--- config.mk ---
export PLATFORM = sky130hd
export DESIGN_NAME = target_lut_writer_flat
export DESIGN_NICKNAME = d
export VERILOG_FILES = /design/src/rtl/target_lut_writer_pkg.sv /design/src/rtl/target_lut_writer_if.sv /design/src/rtl/target_lut_writer_lut_regfile.sv /design/src/rtl/target_lut_writer.sv /design/src/flat_wrapper.sv
export SDC_FILE = /design/constraint.sdc
export NUM_CORES = 1
export LEC_CHECK = 0
export ABC_AREA = 0
export CAP_MARGIN = 20
export CORE_MARGIN = 2
export CORE_UTILIZATION = 50
export DETAILED_ROUTE_END_ITERATION = 8
export PLACE_DENSITY = 0.68
export SKIP_LAST_GASP = 1
export SLEW_MARGIN = 15
export SYNTH_ARGS = -nofsm -noshare
export SYNTH_HDL_FRONTEND = slang
export SYNTH_SLANG_ARGS = --single-unit
--- constraint.sdc ---
create_clock -name Clk -period 2.88 [get_ports Clk]
set_input_delay 0.576 -clock Clk [delete_from_list [all_inputs] [get_ports Clk]]
set_output_delay 0.576 -clock Clk [all_outputs]
set_load 0.1 [all_outputs]
--- src/rtl/target_lut_writer_pkg.sv ---
// Shared types and defaults for the programmable PC-target / data-address lookup table.
// The table stores raw two's-complement offsets; consumers sign-extend.
package target_lut_writer_pkg;

  localparam int LUT_IDX_W   = 4;
  localparam int LUT_DATA_W  = 11;
  localparam int LUT_DEF_VAL = 1;

  typedef enum logic [1:0] {
    IDLE = 2'd0,
    LOAD = 2'd1,
    DONE = 2'd2
  } lut_state_t;

endpackage

--- src/rtl/target_lut_writer_if.sv ---
// Load, runtime-write and lookup signals of the target LUT writer.
// master drives requests and lookups, slave is the table block.
interface target_lut_writer_if
  import target_lut_writer_pkg::*;
#(
  parameter int IDX_W  = LUT_IDX_W,
  parameter int DATA_W = LUT_DATA_W
);

  logic              Start;
  logic              LdValid;
  logic [DATA_W-1:0] LdData;
  logic              LdReady;
  logic              WrEn;
  logic [IDX_W-1:0]  WrIndex;
  logic [DATA_W-1:0] WrData;
  logic              WrErr;
  logic [IDX_W-1:0]  Index;
  logic [DATA_W-1:0] Out;
  logic              Busy;
  logic              Loaded;

  modport master (
    output Start, LdValid, LdData, WrEn, WrIndex, WrData, Index,
    input  LdReady, WrErr, Out, Busy, Loaded
  );

  modport slave (
    input  Start, LdValid, LdData, WrEn, WrIndex, WrData, Index,
    output LdReady, WrErr, Out, Busy, Loaded
  );

endinterface

--- src/rtl/target_lut_writer_lut_regfile.sv ---
// 2**IDX_W x DATA_W register table: one synchronous write port, one combinational read port.
// Asynchronous reset returns every entry to DEF_VAL.
module lut_regfile #(
  parameter int                IDX_W   = 4,
  parameter int                DATA_W  = 11,
  parameter logic [DATA_W-1:0] DEF_VAL = DATA_W'(1)
) (
  input  logic              clk,
  input  logic              rst_n,
  input  logic              we,
  input  logic [IDX_W-1:0]  waddr,
  input  logic [DATA_W-1:0] wdata,
  input  logic [IDX_W-1:0]  raddr,
  output logic [DATA_W-1:0] rdata
);

  localparam int DEPTH = 2 ** IDX_W;

  logic [DATA_W-1:0] mem [DEPTH];

  always_ff @(posedge clk or negedge rst_n) begin
    if (!rst_n) begin
      for (int i = 0; i < DEPTH; i++) begin
        mem[i] <= DEF_VAL;
      end
    end else if (we) begin
      mem[waddr] <= wdata;
    end
  end

  // No write bypass: a same-cycle write becomes visible after the edge.
  assign rdata = mem[raddr];

endmodule

--- src/rtl/target_lut_writer.sv ---
// Programmable target LUT: streams a full table in on Start, allows single-entry patches
// outside a load, and serves combinational lookups from the registered table.
module target_lut_writer
  import target_lut_writer_pkg::*;
#(
  parameter int                IDX_W   = LUT_IDX_W,
  parameter int                DATA_W  = LUT_DATA_W,
  parameter logic [DATA_W-1:0] DEF_VAL = DATA_W'(LUT_DEF_VAL)
) (
  input logic                  Clk,
  input logic                  Reset_n,
  target_lut_writer_if.slave   bus
);

  localparam logic [1:0] S_IDLE = IDLE;
  localparam logic [1:0] S_LOAD = LOAD;
  localparam logic [1:0] S_DONE = DONE;

  localparam logic [IDX_W-1:0] CNT_LAST = {IDX_W{1'b1}};

  logic [1:0]        state;
  logic [IDX_W-1:0]  cnt;
  logic              wr_err_q;
  logic              in_load;
  logic              ld_hs;
  logic              wr_ok;
  logic              rf_we;
  logic [IDX_W-1:0]  rf_waddr;
  logic [DATA_W-1:0] rf_wdata;
  logic [DATA_W-1:0] rf_rdata;

  assign in_load = (state == S_LOAD);

  // Start takes priority over a same-cycle load beat and blocks runtime writes.
  assign ld_hs = bus.LdValid && in_load && !bus.Start;
  assign wr_ok = bus.WrEn && !in_load && !bus.Start;

  always_ff @(posedge Clk or negedge Reset_n) begin
    if (!Reset_n) begin
      state    <= S_IDLE;
      cnt      <= '0;
      wr_err_q <= 1'b0;
    end else begin
      wr_err_q <= bus.WrEn && !wr_ok;
      if (bus.Start) begin
        state <= S_LOAD;
        cnt   <= '0;
      end else if (ld_hs) begin
        cnt <= cnt + 1'b1;
        if (cnt == CNT_LAST) begin
          state <= S_DONE;
        end
      end
    end
  end

  // Load beats and runtime writes are mutually exclusive by state, so one write port suffices.
  assign rf_we    = ld_hs || wr_ok;
  assign rf_waddr = ld_hs ? cnt : bus.WrIndex;
  assign rf_wdata = ld_hs ? bus.LdData : bus.WrData;

  lut_regfile #(
    .IDX_W   (IDX_W),
    .DATA_W  (DATA_W),
    .DEF_VAL (DEF_VAL)
  ) u_regfile (
    .clk   (Clk),
    .rst_n (Reset_n),
    .we    (rf_we),
    .waddr (rf_waddr),
    .wdata (rf_wdata),
    .raddr (bus.Index),
    .rdata (rf_rdata)
  );

  assign bus.Out     = rf_rdata;
  assign bus.LdReady = in_load;
  assign bus.Busy    = in_load;
  assign bus.Loaded  = (state == S_DONE);
  assign bus.WrErr   = wr_err_q;

endmodule

--- src/flat_wrapper.sv ---
// flat-port wrapper written by rule: the top's interface ports become plain ports
module target_lut_writer_flat import target_lut_writer_pkg::*;
#(
  parameter int                IDX_W   = LUT_IDX_W,
  parameter int                DATA_W  = LUT_DATA_W,
  parameter logic [DATA_W-1:0] DEF_VAL = DATA_W'(LUT_DEF_VAL)
)
  (Clk, Reset_n, bus_Start, bus_LdValid, bus_LdData, bus_WrEn, bus_WrIndex, bus_WrData, bus_Index, bus_LdReady, bus_WrErr, bus_Out, bus_Busy, bus_Loaded);
  target_lut_writer_if #(.IDX_W(IDX_W), .DATA_W(DATA_W)) bus_i ();
  input logic Clk;
  input logic Reset_n;
  input wire logic [$bits(bus_i.Start)-1:0] bus_Start;
  input wire logic [$bits(bus_i.LdValid)-1:0] bus_LdValid;
  input wire logic [$bits(bus_i.LdData)-1:0] bus_LdData;
  input wire logic [$bits(bus_i.WrEn)-1:0] bus_WrEn;
  input wire logic [$bits(bus_i.WrIndex)-1:0] bus_WrIndex;
  input wire logic [$bits(bus_i.WrData)-1:0] bus_WrData;
  input wire logic [$bits(bus_i.Index)-1:0] bus_Index;
  output wire logic [$bits(bus_i.LdReady)-1:0] bus_LdReady;
  output wire logic [$bits(bus_i.WrErr)-1:0] bus_WrErr;
  output wire logic [$bits(bus_i.Out)-1:0] bus_Out;
  output wire logic [$bits(bus_i.Busy)-1:0] bus_Busy;
  output wire logic [$bits(bus_i.Loaded)-1:0] bus_Loaded;
  assign bus_i.Start = bus_Start;
  assign bus_i.LdValid = bus_LdValid;
  assign bus_i.LdData = bus_LdData;
  assign bus_i.WrEn = bus_WrEn;
  assign bus_i.WrIndex = bus_WrIndex;
  assign bus_i.WrData = bus_WrData;
  assign bus_i.Index = bus_Index;
  assign bus_LdReady = bus_i.LdReady;
  assign bus_WrErr = bus_i.WrErr;
  assign bus_Out = bus_i.Out;
  assign bus_Busy = bus_i.Busy;
  assign bus_Loaded = bus_i.Loaded;
  target_lut_writer #(.IDX_W(IDX_W), .DATA_W(DATA_W), .DEF_VAL(DEF_VAL)) u_core (.Clk(Clk), .Reset_n(Reset_n), .bus(bus_i));
endmodule
### Routing congestion, run 1

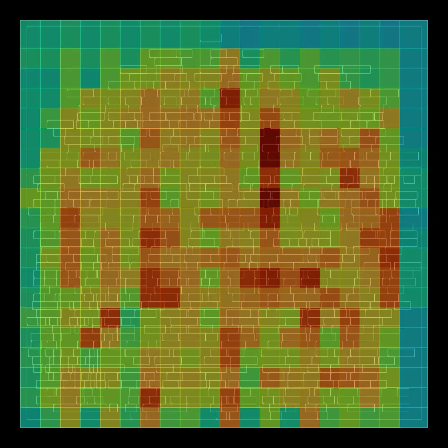
Finished Core Util: 0.590
met3 usage: 0.0431
Most Used Layer, Global Route: met2
met1 layer usage reported by global route: 0.311

### Cell area per tile, run 1

The die is cut into 14 by 14 equal tiles; white is low, dark blue is high, 0 to 100% covered.
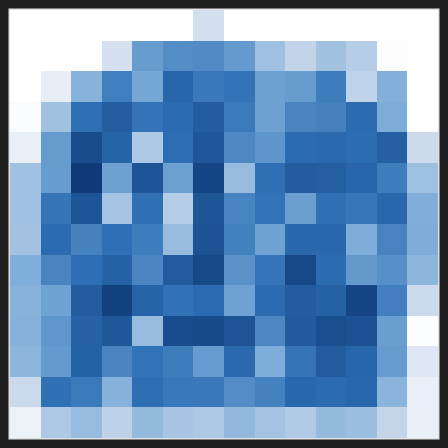
emptiest ninth of the die: upper left
tiles over 75% full: 28%
nearly empty tiles: 11%
mean over tiles: 54%
fullest tile: 96%
core region area: 18500 sq um
Initial Utilization: 0.505

==> run summary, run 1 <==
The flow completed. The run finished with clean final reports. The report shows a maximum critical-path fanout of 11. The fraction of cell area in sequential cells is reported as 0.421. Horizontal die size landed at 141 um. Looking at the group totals, the largest power group turns out to be registers. Average vias per placed instance landed at 5.80. Sequential group power landed at approximately 0.0034 W.

According to the hold report, the worst path is of the in2async type. Normalized max-slew margin landed at 0.324. The clock passes through at most 2 buffers. Sequential element share of the synthesized area landed at 0.492.

Total die area landed at 19800 sq um. Compared with the post-synthesis result, the final layout area differs by 16.9%. The share of synthesized area in the top cell type comes to 0.447. The via count of the first global-routing pass is ~5600. Async set-reset flop share out of synthesis landed at 1.00.

Half-perimeter wire length after detailed placement landed at 13.2 mm. Number of cells produced by synthesis landed at 559. The critical path crosses 5 cells after its start point. Per the placement report, the placed cell count is 834.

Post-cts resize count landed at 0. Switching power of the nets landed at roughly 0.0021 W. Setup slack closes at a little under 0.09 ns. Sorting the synthesized cells by how often they occur yields sky130_fd_sc_hd__dfrtp_1 (167), sky130_fd_sc_hd__mux2_4 (100), sky130_fd_sc_hd__mux2_2 (88). Clock network power landed at between 0.002 and 0.0025 W.

The class occupying the most area after layout is reported as flip-flops and latches. Number of synthesized flops with an enable pin landed at 0. Number of warnings the tools reported landed at 26.
### The metal 1 layer, run 1

Supply wires on this layer in gray.
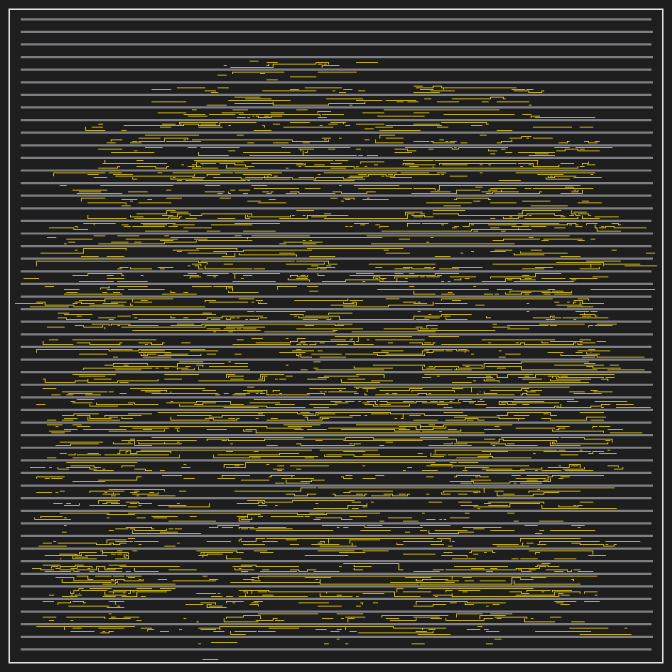
nets with wire on the layer: 612
main direction: horizontal
wire length on this layer: 9240 um
share of all routed wire: 45%
longest straight run: 73.1 um
routed via count: 5027
drt total wl: 20.6 mm

### Met4 routing, run 1

Scale bar: 50 um. Supply wires on this layer in gray. Cells faint in the background.
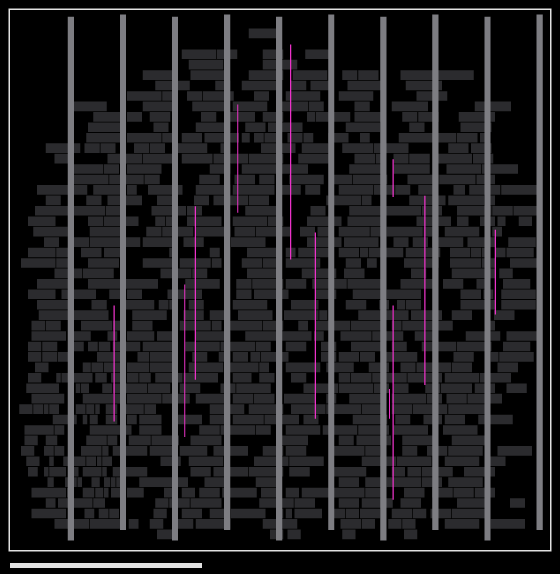
longest straight run: 55.8 um
main direction: vertical
share of all routed wire: 1.9%
wire length on this layer: 384 um

run 1: cells by family (layout without fill, tap and decap cells):
kind of cell | after synthesis | after routing | synth area share
XOR/XNOR | 3 | 3 | 0.00281
AND/OR/NAND/NOR | 47 | 47 | 0.0347
AND-OR/OR-AND | 42 | 42 | 0.0410
adder cells (fa/ha/maj) | 1 | 1 | 0.00134
multiplexers | 235 | 235 | 0.380
buffers and inverters | 48 | 121 | 0.0482
flip-flops | 183 | 183 | 0.492
run 1: registers in the layout, summed over array words and instances (netlist names):
| register | cells |
|---|---|
| u_core.u_regfile.mem | 176 |
| u_core.bus.WrErr | 1 |
| u_core.state | 2 |
| u_core.cnt | 4 |
run 1: layer usage:
| metal | up-vias | wire length [um] | global-route usage |
|---|---|---|---|
| met1 | 2704 | 9240 | 0.311 |
| met2 | 101 | 10200 | 0.361 |
| li1 | 2195 | - | - |
| met3 | 27 | 779 | 0.0431 |
| met5 | - | 0 | 0 |
| met4 | 0 | 384 | 0.0668 |
run 1: final timing paths:
kind / end / slack [ns]
min reg2reg: u_core.u_regfile.mem[105] / 0.50
min in group Clk: u_core.u_regfile.mem[105] / 0.50
max in group asynchronous: u_core.u_regfile.mem[11] / 1.93
max: bus_Out[4] / 0.09
min: u_core.u_regfile.mem[41] / 0.14
max reg2reg: u_core.u_regfile.mem[125] / 0.54
run 1: cell usage in the layout, fill, tap and decap left out, types with 2 or more instances in the layout:
cell	synthesis	routed
sky130_fd_sc_hd__nor2b_1	6	6
sky130_fd_sc_hd__nand2_1	16	5
sky130_fd_sc_hd__buf_2	7	2
sky130_fd_sc_hd__mux2i_4	3	3
sky130_fd_sc_hd__nand4_1	2	2
sky130_fd_sc_hd__clkbuf_8	0	3
sky130_fd_sc_hd__nand3b_1	2	2
sky130_fd_sc_hd__mux2_4	100	100
sky130_fd_sc_hd__clkdlybuf4s50_1	0	31
sky130_fd_sc_hd__nand4b_4	2	2
sky130_fd_sc_hd__nand2_2	0	11
sky130_fd_sc_hd__a21oi_4	7	7
sky130_fd_sc_hd__dfrtp_1	167	167
sky130_fd_sc_hd__a21oi_2	9	9
sky130_fd_sc_hd__a22oi_1	22	22
sky130_fd_sc_hd__xor2_1	2	2
sky130_fd_sc_hd__clkbuf_16	0	17
sky130_fd_sc_hd__clkinv_4	0	2
sky130_fd_sc_hd__mux4_2	44	44
sky130_fd_sc_hd__nor2_1	9	9
sky130_fd_sc_hd__a21oi_1	2	2
sky130_fd_sc_hd__inv_1	2	2
sky130_fd_sc_hd__inv_6	0	4
sky130_fd_sc_hd__dfstp_2	16	16
sky130_fd_sc_hd__clkinvlp_4	0	3
sky130_fd_sc_hd__buf_12	8	29
sky130_fd_sc_hd__buf_4	7	24
sky130_fd_sc_hd__mux2_2	88	88
sky130_fd_sc_hd__bufinv_16	0	2
run 1: through the flow:
step / utilization / hold slack (ns)
global route: 0.590 / 0.196
CTS: 0.590 / 0.178
detailed placement: 0.557 / 0.491
floorplan: - / 0.280
finish: 0.590 / 0.139
global placement: 0.557 / 0.484
==> run 2, diff against run 1 <==
--- a/config.mk
+++ b/config.mk
@@ -8,9 +8,9 @@
 export ABC_AREA = 0
 export CAP_MARGIN = 20
 export CORE_MARGIN = 2
-export CORE_UTILIZATION = 50
+export CORE_UTILIZATION = 45
+export CTS_CLUSTER_SIZE = 28
 export DETAILED_ROUTE_END_ITERATION = 8
-export PLACE_DENSITY = 0.68
 export SKIP_LAST_GASP = 1
 export SLEW_MARGIN = 15
 export SYNTH_ARGS = -nofsm -noshare
### Routing congestion, run 2

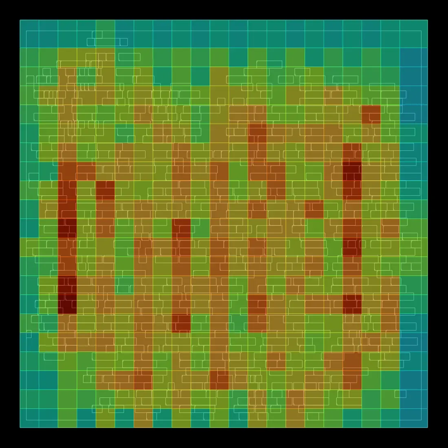
fraction of met2 tracks used by global routing: 0.340
met1 layer usage reported by global route: 0.292

==> run 2 against run 1 <==
Effect of this change: worst setup slack better by 0.072 ns; synthesized cell count unchanged; combinational power is essentially flat; sequential cell count unchanged; clock-buffer cell count unchanged; first-iteration DRC count down 4.0%.
==> run summary, run 2 <==
The flow completed. Number of buffers on the longest clock path landed at 2. According to the hold report, the worst path is of the in2async type. Count of placed standard cells including taps landed at 873. Area fraction of the dominant cell type after synthesis landed at 0.447. The logs give a warning total of 26. Number of flip-flops under the largest register name landed at between 150 and 200. Via count of the first global-routing pass landed at 5618.

Layout overhead on the synthesized area landed at 17.8%. The top cell types in the final layout, fill and taps aside, are sky130_fd_sc_hd__dfrtp_1 (167), sky130_fd_sc_hd__mux2_4 (100), sky130_fd_sc_hd__mux2_2 (88), sky130_fd_sc_hd__mux4_2 (44), sky130_fd_sc_hd__clkdlybuf4s50_1 (31). Of all nets on the critical path, the largest fanout is 22. Logic depth of the worst path, buffers included landed at 7.

The die is 148 um wide. The global routing report lists met3 layer usage as 0.0380. Total wirelength of the detailed-routed design landed at around 21 mm. Overall routing resource usage recorded by global route was 0.208. In this run the standard cell core region covers ~20000 sq um.

The library cell used most frequently in the layout, excluding fill and tap cells, is sky130_fd_sc_hd__dfrtp_1. The worst register-to-register path ends at u_core.u_regfile.mem[138]. Post-cts resize count landed at 0. More flip-flops sit in one register than any other, and that register is u_core.u_regfile.mem. The flow ran to the end, and the final reports show no timing, DRC or antenna violations. The largest registers in the layout are u_core.u_regfile.mem: 176 flops, u_core.cnt: 4 flops, u_core.state: 2 flops. Half-perimeter wire length after detailed placement landed at around 14 mm. Looking at the global route congestion table, the highest-usage layer is met2. In the synthesized netlist, the cells that appear most often are sky130_fd_sc_hd__dfrtp_1 (167), sky130_fd_sc_hd__mux2_4 (100), sky130_fd_sc_hd__mux2_2 (88).

In this run the register-to-register setup slack is 0.75 ns. The final route contains 5027 vias. Sequential element share of the synthesized area landed at 0.492. Normalized max-slew margin landed at 0.583. Total die area landed at ~22000 sq um. After technology mapping, the gate count stands at between 500 and 600.
### Cell area per tile, run 2

The die is cut into 15 by 15 equal tiles; white is low, dark blue is high, 0 to 100% covered.
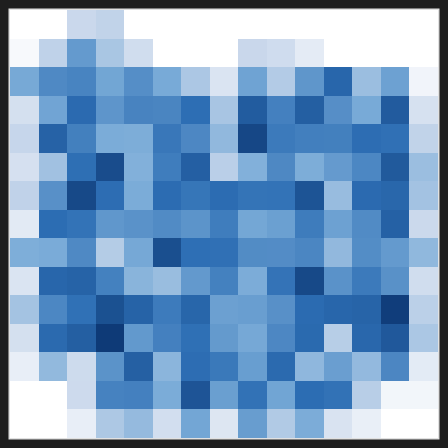
densest ninth of the die: center
nearly empty tiles: 12%
mean over tiles: 49%
fullest tile: 96%

==> run 2: cell counts after synthesis <==
No cell type changed its count.
==> run 2: cells by family after synthesis <==
group / share of synthesized area
buffers and inverters: 0.0482
DFF: 0.492
and+or+nand+nor: 0.0347
muxes: 0.380
AOI/OAI and AO/OA: 0.0410
adders and majority gates: 0.00134
xor gates and xnor gates: 0.00281
==> run 2: stage by stage <==
step / total power (W) / hold slack (ns) / instance area [sq um] / util / setup slack [ns]
after global routing: 0.00801 / 0.169 / 11000 / 0.542 / 0.0632
after CTS: 0.00775 / 0.154 / 11000 / 0.542 / 0.128
after floorplan: 0.00472 / 0.280 / 9370 / - / 0.148
final: 0.00767 / 0.137 / 11000 / 0.542 / 0.162
after detailed placement: 0.00530 / 0.489 / 10400 / 0.512 / 0.130
after global placement: 0.00523 / 0.484 / 10400 / 0.512 / 0.130
==> run 2: per-layer routing <==
layer | wire, um | up-vias | share of wire
li1 | - | 2200 | -
met1 | 9770 | 2718 | 0.46
met2 | 10500 | 97 | 0.49
met3 | 812 | 12 | 0.038
met4 | 203 | 0 | 0.0095
met5 | 0 | - | 0
==> run 2: cell type report <==
type,instances,area (sq um)
clock inverter,10,146
tap,270,338
clock buffer,20,467
sequential,183,4600
multi-input combinational,328,4320
inverter,2,7.51
timing repair buffer,90,1130
fill,1637,9290
==> run 2: power by group <==
part,internal [W],total (W),switching [W]
combinational,0.00105,0.00183,0.000777
clock,0.00143,0.00242,0.000991
sequential,0.00312,0.00342,0.000296
total,0.00561,0.00767,0.00206
==> run 2: worst reg2reg max path: stages (launching register included) <==
cell and delay [ns]:
sky130_fd_sc_hd__dfrtp_1 0.41, sky130_fd_sc_hd__and4bb_1 0.45, sky130_fd_sc_hd__buf_4 0.22, sky130_fd_sc_hd__mux2i_4 0.35
sky130_fd_sc_hd__a21oi_2 0.08, sky130_fd_sc_hd__buf_4 0.21, sky130_fd_sc_hd__mux2_4 0.31
==> run 2: worst max-delay path by stage <==
stage / to / start / slack [ns]
2_1_floorplan: bus_Out[1] / bus_Index[0] / 0.15
3_3_place_gp: bus_Out[3] / bus_Index[0] / 0.13
3_5_place_dp: bus_Out[3] / bus_Index[0] / 0.13
4_1_cts: bus_Out[3] / bus_Index[0] / 0.13
5_1_grt: bus_Out[0] / bus_Index[0] / 0.06
6_report: bus_Out[9] / bus_Index[0] / 0.16
==> run 3, diff against run 2 <==
==> constraint.sdc (replaced) <==
create_clock -name Clk -period 2.88 [get_ports Clk]
set_input_delay 0.288 -clock Clk [delete_from_list [all_inputs] [get_ports Clk]]
set_output_delay 0.288 -clock Clk [all_outputs]
set_load 0.1 [all_outputs]
### Cell area per tile, run 3

The die is cut into 15 by 15 equal tiles; white is low, dark blue is high, 0 to 100% covered.
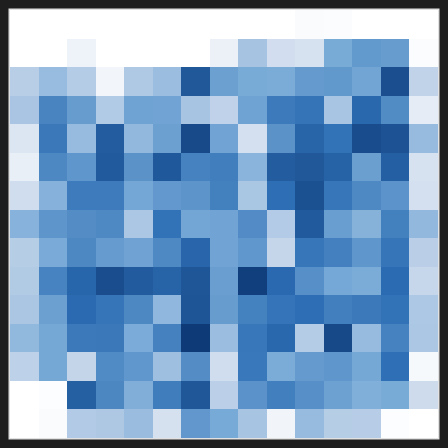
mean over tiles: 48%
fullest tile: 96%
emptiest ninth of the die: upper left
tiles over 75% full: 15%
nearly empty tiles: 11%
Finished Core Util: 0.531
Initial Utilization: 0.460
core region area: 20300 sq um

==> run 3 against run 2 <==
Effect of this change: hold slack better by 0.32 ns; via count is 0.54% lower; total power is 0.53% higher; critical path type unchanged; highest routed layer unchanged.
==> run summary, run 3 <==
The flow completed. Each instance of the synthesized netlist takes up on average 16.7 sq um. Average vias per placed instance landed at about 5.6. In the placement report, post-DP HPWL is listed as roughly 14 mm.

Per Yosys stat, the portion of area used by sequential elements is 0.492. The run finished with clean final reports. Among all flip-flop cells after synthesis, the most frequent one is sky130_fd_sc_hd__dfrtp_1. Across every metal layer, demand over resource in global routing totals 0.209. The synthesis report gives the async set-or-reset register share as 1.00.

Number of synthesized flops with an enable pin landed at 0. Maximum net fanout on the critical path landed at 7. The pin closest to its max-slew limit shows a slew of about 0.9 ns. Via count of the first global-routing pass landed at roughly 5600. Number of flip-flops under the largest register name landed at roughly 180. The clock passes through at most 2 buffers. The tightest min-delay check is of the in2reg type. The largest register by flop count is u_core.u_regfile.mem.

By instance count after routing, the leading logic cell types are sky130_fd_sc_hd__dfrtp_1 (167), sky130_fd_sc_hd__mux2_4 (100), sky130_fd_sc_hd__mux2_2 (88), sky130_fd_sc_hd__mux4_2 (44), sky130_fd_sc_hd__buf_4 (34). Leaving out fill and tap cells, the most frequent cell in the layout is sky130_fd_sc_hd__dfrtp_1. Post-cts resize count landed at 0. The registers reported with the highest flop counts are u_core.u_regfile.mem: 176 flops, u_core.cnt: 4 flops, u_core.state: 2 flops. Counting every instance in the synthesized netlist gives 559. The die is 148 um wide. The clock tree has to reach between 150 and 200 sinks. The number of hold buffers added after CTS was 1. Normalized max-slew margin landed at 0.404. Per the OpenROAD floorplan log, the area of the die is between 20000 and 25000 sq um. Area fraction of the dominant cell type after synthesis landed at 0.447.
### The metal 1 layer, run 3

Supply wires on this layer in gray.
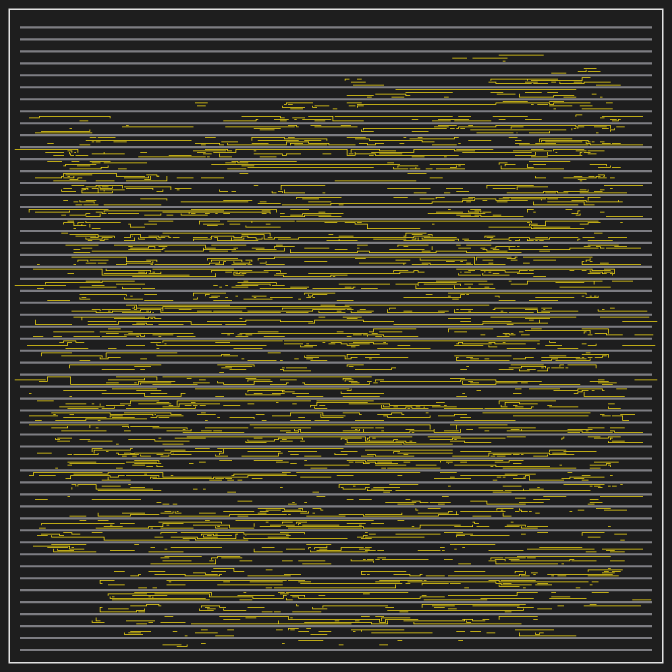
main direction: horizontal
longest straight run: 58.0 um
drt total wl: 21.6 mm
routed via count: 5000
met1 layer usage reported by global route: 0.288

-- run 3: cell counts after synthesis --
Identical to the previous run, type by type.
-- run 3: power by group --
group	leakage [nW]	switching (W)	internal (W)
clock network	0.302	0.00101	0.00148
logic	2.10	0.000785	0.00103
registers	2.35	0.000289	0.00312
-- run 3: cells by family (layout without fill, tap and decap cells) --
group | after synthesis | count (layout) | synth area share
AND-OR/OR-AND | 42 | 42 | 0.0410
XOR/XNOR | 3 | 3 | 0.00281
multiplexers | 235 | 235 | 0.380
flip-flops | 183 | 183 | 0.492
buffers and inverters | 48 | 119 | 0.0482
adder cells (fa/ha/maj) | 1 | 1 | 0.00134
AND/OR/NAND/NOR | 47 | 47 | 0.0347
-- run 3: worst paths after layout --
check                                          start                   endpoint  slack [ns]  depth (start not counted)
max                                     bus_Index[2]                 bus_Out[6]        0.36                          5
min                                         bus_WrEn           u_core.bus.WrErr        0.45                          2
max reg2reg                          u_core.state[1]   u_core.u_regfile.mem[10]        0.64                          4
min reg2reg                u_core.u_regfile.mem[107]  u_core.u_regfile.mem[107]        0.50                          1
max in group asynchronous                    Reset_n   u_core.u_regfile.mem[11]        1.59                          3
min in group asynchronous                    Reset_n   u_core.u_regfile.mem[63]        0.46                          2
-- run 3: layout make-up --
class,instances,area (sq um)
Sequential cell,183,4600
Timing Repair Buffer,85,917
Multi-Input combinational cell,328,4300
Tap cell,270,338
Fill cell,1679,9520
Clock inverter,11,173
Inverter,2,7.51
Clock buffer,21,450
-- run 3: through the flow --
stage               power (W)  area (sq um)  std cells  worst slack (ns)  hold slack, ns
global route          0.00805         10800        900             0.286           0.438
global placement      0.00518         10100        867             0.302           0.386
finish                0.00771         10800        900             0.357           0.453
detailed placement    0.00527         10100        867             0.274           0.400
CTS                   0.00778         10800        900             0.365           0.425
floorplan             0.00471          9350        559             0.540        -0.00759
-- run 3: per-layer routing --
metal / share of wire / global-route usage / vias to the layer above / wire length, um
met2: 0.50 / 0.344 / 79 / 10700
met3: 0.037 / 0.0420 / 13 / 798
li1: - / - / 2190 / -
met1: 0.46 / 0.288 / 2718 / 9840
met4: 0.0092 / 0.0471 / 0 / 198
met5: 0 / 0 / - / 0
-- run 3: worst max-delay path: stages --
cell and delay [ns]:
sky130_fd_sc_hd__clkdlybuf4s50_1 0.45, sky130_fd_sc_hd__nor2_1 0.71, sky130_fd_sc_hd__a22oi_1 0.32, sky130_fd_sc_hd__nand2_1 0.25
sky130_fd_sc_hd__buf_12 0.20

==> gallery <==
Cell classes on the final placement.
Scale bar: 50 um. Fill, decap, tap and diode cells in gray.
panel A
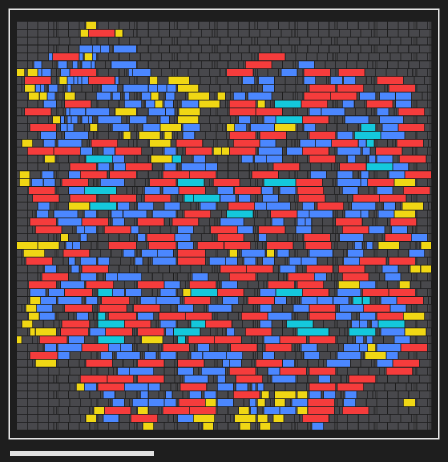
panel B
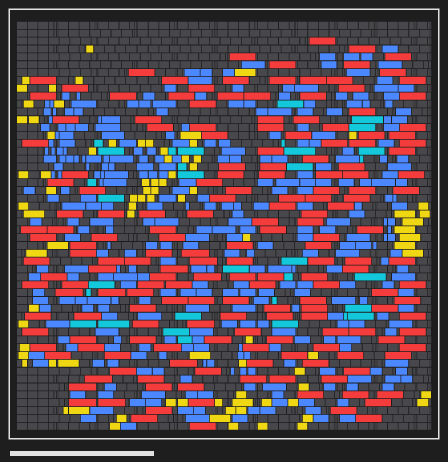
panel C
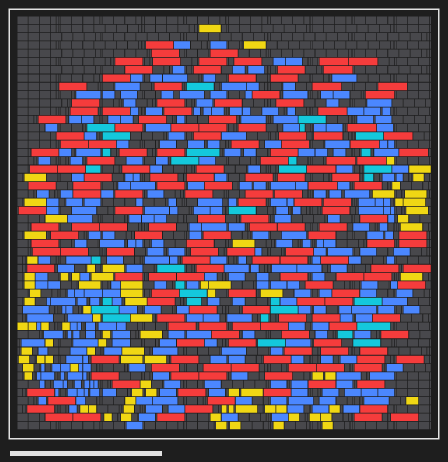
panel C: run 1
panel B: run 3
panel A: run 2

Power is estimated from default activity; no workload was simulated.
